placed.png
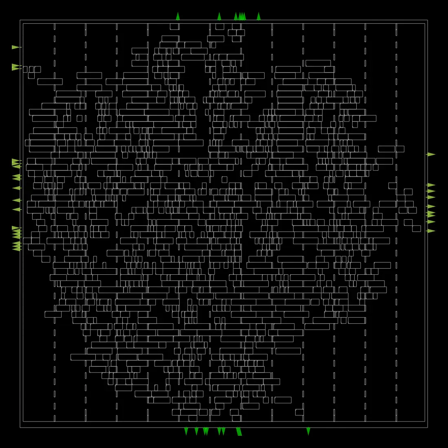
util_map.png
The die is cut into 18 by 18 equal tiles; white is low, dark blue is high, 0 to 100% covered.
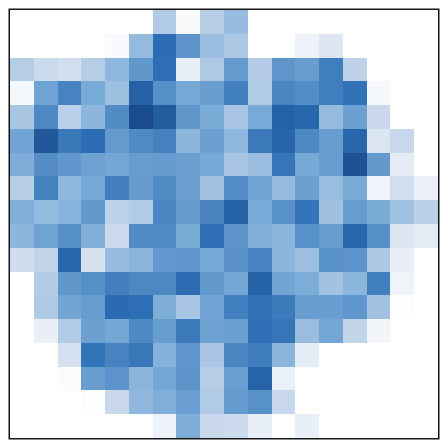
ff_map.png
Other sequential cells in the stronger grey, the rest of the logic in the fainter grey.
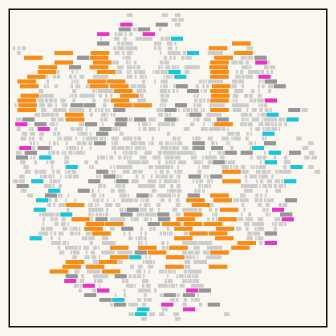
m1.png
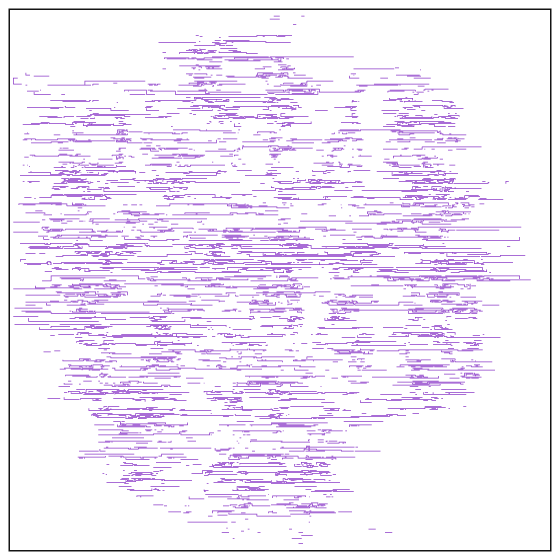
`src/rtl/toll_pkg.sv`:
```
// Shared definitions for the toll lane scheduler.
// - vh_type_t   : 2-bit vehicle type code carried on arr_vhType and in lane FIFOs
// - srv_state_t : per-lane server FSM states
// - svc_cycles  : service time of a vehicle type, given the three configured times
package toll_pkg;

    typedef enum logic [1:0] {
        VH_BIKE  = 2'b00,
        VH_CAR   = 2'b01,
        VH_TRUCK = 2'b10,
        VH_INV   = 2'b11
    } vh_type_t;

    typedef enum logic {
        SRV_IDLE    = 1'b0,
        SRV_SERVING = 1'b1
    } srv_state_t;

    // VH_INV never reaches a lane; it falls into the truck arm only to keep
    // the function total.
    function automatic int unsigned svc_cycles(input logic [1:0] vh,
                                               input int unsigned svc_bike,
                                               input int unsigned svc_car,
                                               input int unsigned svc_truck);
        case (vh)
            VH_BIKE: return svc_bike;
            VH_CAR:  return svc_car;
            default: return svc_truck;
        endcase
    endfunction

endpackage

```
`src/rtl/toll_lane_server.sv`:
```
// One toll lane: type FIFO, vehicle count and service-time model.
// Ports:
//   clk, reset     clock, synchronous active-high reset
//   enable         0 freezes timer, FSM, count and FIFO
//   push/push_type enqueue one vehicle of the given type (caller guarantees !full)
//   count          vehicles currently in the lane (head included)
//   full           count == 2**CNT_W-1
//   served         1-cycle pulse, registered: the head vehicle left at the last edge
module toll_lane_server
    import toll_pkg::*;
#(
    parameter int CNT_W     = 3,
    parameter int TIMER_W   = 4,
    parameter int SVC_BIKE  = 2,
    parameter int SVC_CAR   = 3,
    parameter int SVC_TRUCK = 5
) (
    input  logic             clk,
    input  logic             reset,
    input  logic             enable,
    input  logic             push,
    input  logic [1:0]       push_type,
    output logic [CNT_W-1:0] count,
    output logic             full,
    output logic             served
);
    localparam int MAX_Q = 2**CNT_W - 1;

    logic [1:0]         fifo [MAX_Q];
    logic [CNT_W-1:0]   rd_ptr, wr_ptr;
    logic [TIMER_W-1:0] timer_q, timer_d;
    srv_state_t         state_q, state_d;
    logic               pop, do_push;
    logic [1:0]         next_head;

    function automatic logic [CNT_W-1:0] ptr_inc(input logic [CNT_W-1:0] p);
        return (p == CNT_W'(MAX_Q - 1)) ? '0 : p + 1'b1;
    endfunction

    function automatic logic [TIMER_W-1:0] svc_load(input logic [1:0] vh);
        return TIMER_W'(svc_cycles(vh, SVC_BIKE, SVC_CAR, SVC_TRUCK) - 1);
    endfunction

    assign do_push = push & enable;
    assign full    = (count == CNT_W'(MAX_Q));

    // Vehicle behind the departing head; with a single vehicle queued it can
    // only be one arriving on this very edge.
    assign next_head = (count > CNT_W'(1)) ? fifo[ptr_inc(rd_ptr)] : push_type;

    always_comb begin
        state_d = state_q;
        timer_d = timer_q;
        pop     = 1'b0;
        case (state_q)
            SRV_IDLE: begin
                if (count != '0) begin
                    state_d = SRV_SERVING;
                    timer_d = svc_load(fifo[rd_ptr]);
                end
            end
            SRV_SERVING: begin
                if (timer_q != '0) begin
                    timer_d = timer_q - 1'b1;
                end else begin
                    pop = 1'b1;
                    if (count > CNT_W'(1) || do_push)
                        timer_d = svc_load(next_head);
                    else
                        state_d = SRV_IDLE;
                end
            end
            default: state_d = SRV_IDLE;
        endcase
    end

    always_ff @(posedge clk) begin
        if (reset) begin
            state_q <= SRV_IDLE;
            timer_q <= '0;
            count   <= '0;
            rd_ptr  <= '0;
            wr_ptr  <= '0;
            served  <= 1'b0;
        end else if (enable) begin
            state_q <= state_d;
            timer_q <= timer_d;
            count   <= count + CNT_W'(do_push) - CNT_W'(pop);
            if (pop)     rd_ptr <= ptr_inc(rd_ptr);
            if (do_push) wr_ptr <= ptr_inc(wr_ptr);
            served  <= pop;
        end else begin
            served  <= 1'b0;
        end
    end

    // Payload storage needs no reset: entries are only read below count.
    always_ff @(posedge clk) begin
        if (!reset && do_push)
            fifo[wr_ptr] <= push_type;
    end

endmodule

```
`src/rtl/toll_lane_scheduler.sv`:
```
// Assigns each arriving vehicle to the least-loaded eligible lane and models
// per-lane service so lanes drain on their own.
// Ports:
//   clk, reset                 clock, synchronous active-high reset
//   enable                     0: no accepts, all lane state frozen
//   arr_valid/arr_ready        arrival handshake; arr_ready = enable
//   arr_priority, arr_vhType   arrival attributes (vhType 11 = invalid)
//   asg_valid/asg_lane         registered assignment, one cycle after accept
//   asg_reject                 registered refusal pulse
//   lane_count, lane_full      per-lane occupancy, lane i at [i*CNT_W +: CNT_W]
//   served_pulse               per-lane departure pulse
module toll_lane_scheduler
    import toll_pkg::*;
#(
    parameter int NUM_LANES  = 6,
    parameter int PRIO_LANES = 1,
    parameter int CNT_W      = 3,
    parameter int TIMER_W    = 4,
    parameter int SVC_BIKE   = 2,
    parameter int SVC_CAR    = 3,
    parameter int SVC_TRUCK  = 5,
    localparam int LANE_W    = $clog2(NUM_LANES)
) (
    input  logic                       clk,
    input  logic                       reset,
    input  logic                       enable,
    input  logic                       arr_valid,
    output logic                       arr_ready,
    input  logic                       arr_priority,
    input  logic [1:0]                 arr_vhType,
    output logic                       asg_valid,
    output logic [LANE_W-1:0]          asg_lane,
    output logic                       asg_reject,
    output logic [NUM_LANES*CNT_W-1:0] lane_count,
    output logic [NUM_LANES-1:0]       lane_full,
    output logic [NUM_LANES-1:0]       served_pulse
);
    logic [NUM_LANES-1:0][CNT_W-1:0] cnt;
    logic [NUM_LANES-1:0]            prio_ok, gen_ok, elig, push;
    logic [LANE_W-1:0]               best;
    logic [CNT_W-1:0]                best_cnt;
    logic                            found, accept, do_asg, do_rej;

    assign arr_ready = enable;
    assign accept    = arr_valid & enable;

    for (genvar g = 0; g < NUM_LANES; g++) begin : g_lane
        toll_lane_server #(
            .CNT_W    (CNT_W),
            .TIMER_W  (TIMER_W),
            .SVC_BIKE (SVC_BIKE),
            .SVC_CAR  (SVC_CAR),
            .SVC_TRUCK(SVC_TRUCK)
        ) u_srv (
            .clk      (clk),
            .reset    (reset),
            .enable   (enable),
            .push     (push[g]),
            .push_type(arr_vhType),
            .count    (cnt[g]),
            .full     (lane_full[g]),
            .served   (served_pulse[g])
        );
        assign lane_count[g*CNT_W +: CNT_W] = cnt[g];
    end

    // Full is judged on pre-edge counts, so a lane at capacity that departs
    // on this edge is still skipped and counts cannot wrap.
    always_comb begin
        prio_ok  = '0;
        gen_ok   = '0;
        found    = 1'b0;
        best     = '0;
        best_cnt = '1;
        for (int i = 0; i < NUM_LANES; i++) begin
            if (i < PRIO_LANES) prio_ok[i] = !lane_full[i];
            else                gen_ok[i]  = !lane_full[i];
        end
        elig = (arr_priority && |prio_ok) ? prio_ok : gen_ok;
        // Strict < keeps the lowest index on ties.
        for (int i = 0; i < NUM_LANES; i++) begin
            if (elig[i] && (!found || cnt[i] < best_cnt)) begin
                found    = 1'b1;
                best     = LANE_W'(i);
                best_cnt = cnt[i];
            end
        end
        do_rej = accept && (arr_vhType == VH_INV || !found);
        do_asg = accept && !do_rej;
        for (int i = 0; i < NUM_LANES; i++)
            push[i] = do_asg && (best == LANE_W'(i));
    end

    always_ff @(posedge clk) begin
        if (reset) begin
            asg_valid  <= 1'b0;
            asg_reject <= 1'b0;
            asg_lane   <= '0;
        end else begin
            asg_valid  <= do_asg;
            asg_reject <= do_rej;
            if (do_asg) asg_lane <= best;
        end
    end

endmodule

```
`config.mk`:
```
export PLATFORM = sky130hd
export DESIGN_NAME = toll_lane_scheduler
export DESIGN_NICKNAME = d
export VERILOG_FILES = /design/src/rtl/toll_pkg.sv /design/src/rtl/toll_lane_server.sv /design/src/rtl/toll_lane_scheduler.sv
export SDC_FILE = /design/constraint.sdc
export NUM_CORES = 1
export LEC_CHECK = 0
export CORE_UTILIZATION = 35
export CTS_CLUSTER_DIAMETER = 50
export DETAILED_ROUTE_END_ITERATION = 6
export HOLD_SLACK_MARGIN = 0.15
export PLACE_DENSITY = 0.58
export SKIP_LAST_GASP = 1
export SYNTH_ARGS = -nofsm -noshare
export SYNTH_HDL_FRONTEND = slang
export SYNTH_HIERARCHICAL = 1
export SYNTH_SLANG_ARGS = --single-unit
export TNS_END_PERCENT = 50
```
`constraint.sdc`:
```
create_clock -name clk -period 9.8 [get_ports clk]
set_input_delay 1.96 -clock clk [delete_from_list [all_inputs] [get_ports clk]]
set_output_delay 1.96 -clock clk [all_outputs]
set_load 0.005 [all_outputs]
```
==> results.json <==
{
  "dp_cells": 1488,
  "powerDensity_nw_per_um2": 163,
  "topCellsByArea": "edfxtp_1 (22%), dfxtp_1 (20%), mux2i_1 (3.9%)",
  "netlist_area_sq_um": 11200,
  "drtIter0Drc": 628,
  "worstMarginPinSlew_ns": 0.760,
  "avgSynthCellArea_sq_um": 10.5,
  "crit_start": "arr_priority",
  "lay_top_cells": "dfxtp_1 (113), nor2_1 (103), edfxtp_1 (84)",
  "first_global_vias": 7932,
  "insertion_delay_ns": 0.44,
  "synth_nets": 1120,
  "fp.dieH_um": 181,
  "routedWlPerCell_um": 16.3,
  "fp-utilization": 0.356,
  "grt_remaining_overflow": 0,
  "synth_warnings": 6,
  "rrSetupSlack_ns": 1.62,
  "post-route-util": 0.398,
  "slew_headroom": 0.493,
  "p_seq_frac": 0.464,
  "crit_buf_inv": 6,
  "crit_path_end": "g_lane[1].u_srv/count[2]",
  "critical_path_class": "input pin to flop",
  "inv_count": 69,
  "buf_share": 0.0441,
  "largest_reg_flops": 84,
  "n_clock_buffer": 18,
  "power.share.clock": 0.327,
  "maxCapViolCount": 0,
  "synthArstFlopShare": 0,
  "cts-htree-levels": 4,
  "hpwl_mm": 17.7,
  "startpoint_type": "input pin",
  "top_register": "g_lane.u_srv/fifo",
  "top_area_frac": 0.225,
  "drive_above_1_share": 0.155,
  "dp_slack_ns": -0.232,
  "synthXorXnorAreaFrac": 0.00702,
  "via_count": 8230,
  "gp_congestion": 0.825,
  "cts-root-buf": "clkbuf_16",
  "nMultiInputCombCells": 759,
  "grt_use_met2": 0.251,
  "cpPeakStageDelay_ns": 0.56,
  "seq_area_frac": 0.381,
  "clock_power_mw": 0.669,
  "ys_cells": 1073,
  "grtUsageTotal": 0.156,
  "path_max_fanout": 6,
  "run_status": "completed",
  "hold_start": "g_lane[5].u_srv/timer_q[3]",
  "flop_cell": "dfxtp_1",
  "cts_setup_buffers": 0,
  "reg.largest.list": "g_lane.u_srv/fifo x84, g_lane.u_srv/timer_q x24",
  "final_nets": 1153,
  "p_comb_frac": 0.209,
  "mi_logic_area_sq_um": 5890,
  "cp_slowest_cell": "clkdlybuf4s50_1",
  "use_met3": 0.0290,
  "antenna_found_initial": 0,
  "p_sw_mw": 0.616,
  "cp_top_family": "AND-OR/OR-AND gates",
  "place_area_sq_um": 11900,
  "pg_comb_mw": 0.427,
  "clock-skew-final_ns": 0.0108,
  "numCtsBuffers": 17,
  "largest_cell_class": "multi-input combinational cells",
  "cts_buffer_depth": 2,
  "ys_types": 100,
  "timing.hold.ws_ns": 0.485,
  "grt_use_met1": 0.209,
  "clock-sinks": 197,
  "cts_resized": 0,
  "layout_top_cell": "dfxtp_1",
  "dieWidth_um": 181,
  "stdcell_count": 1521,
  "warnings": 30,
  "synthCells": 1073,
  "ant_nets": 0,
  "r2r_end": "g_lane[1].u_srv/count[2]",
  "end_kind": "flop"
}
Back to the opening pictures, placed.png:
core area: 31,600 sq um
# rows: 65
tap cell count: 402

Back to the opening pictures, util_map.png:
- mean over tiles: 37%
- densest ninth of the die: centre
- emptiest ninth of the die: south-east
- nearly empty tiles: 25%

Back to the opening pictures, ff_map.png:
- magenta: g_lane.u_srv/rd_ptr (placed flops 18; where spread over the die)
- cyan: g_lane.u_srv/timer_q (placed flops 24; where spread over the die)
- orange: g_lane.u_srv/fifo (placed flops 84)
- not coloured: 71

Back to the opening pictures, m1.png:
- wire length on this layer: 12,200 um
- longest straight run: 34.5 um
- nets with wire on the layer: 1,091

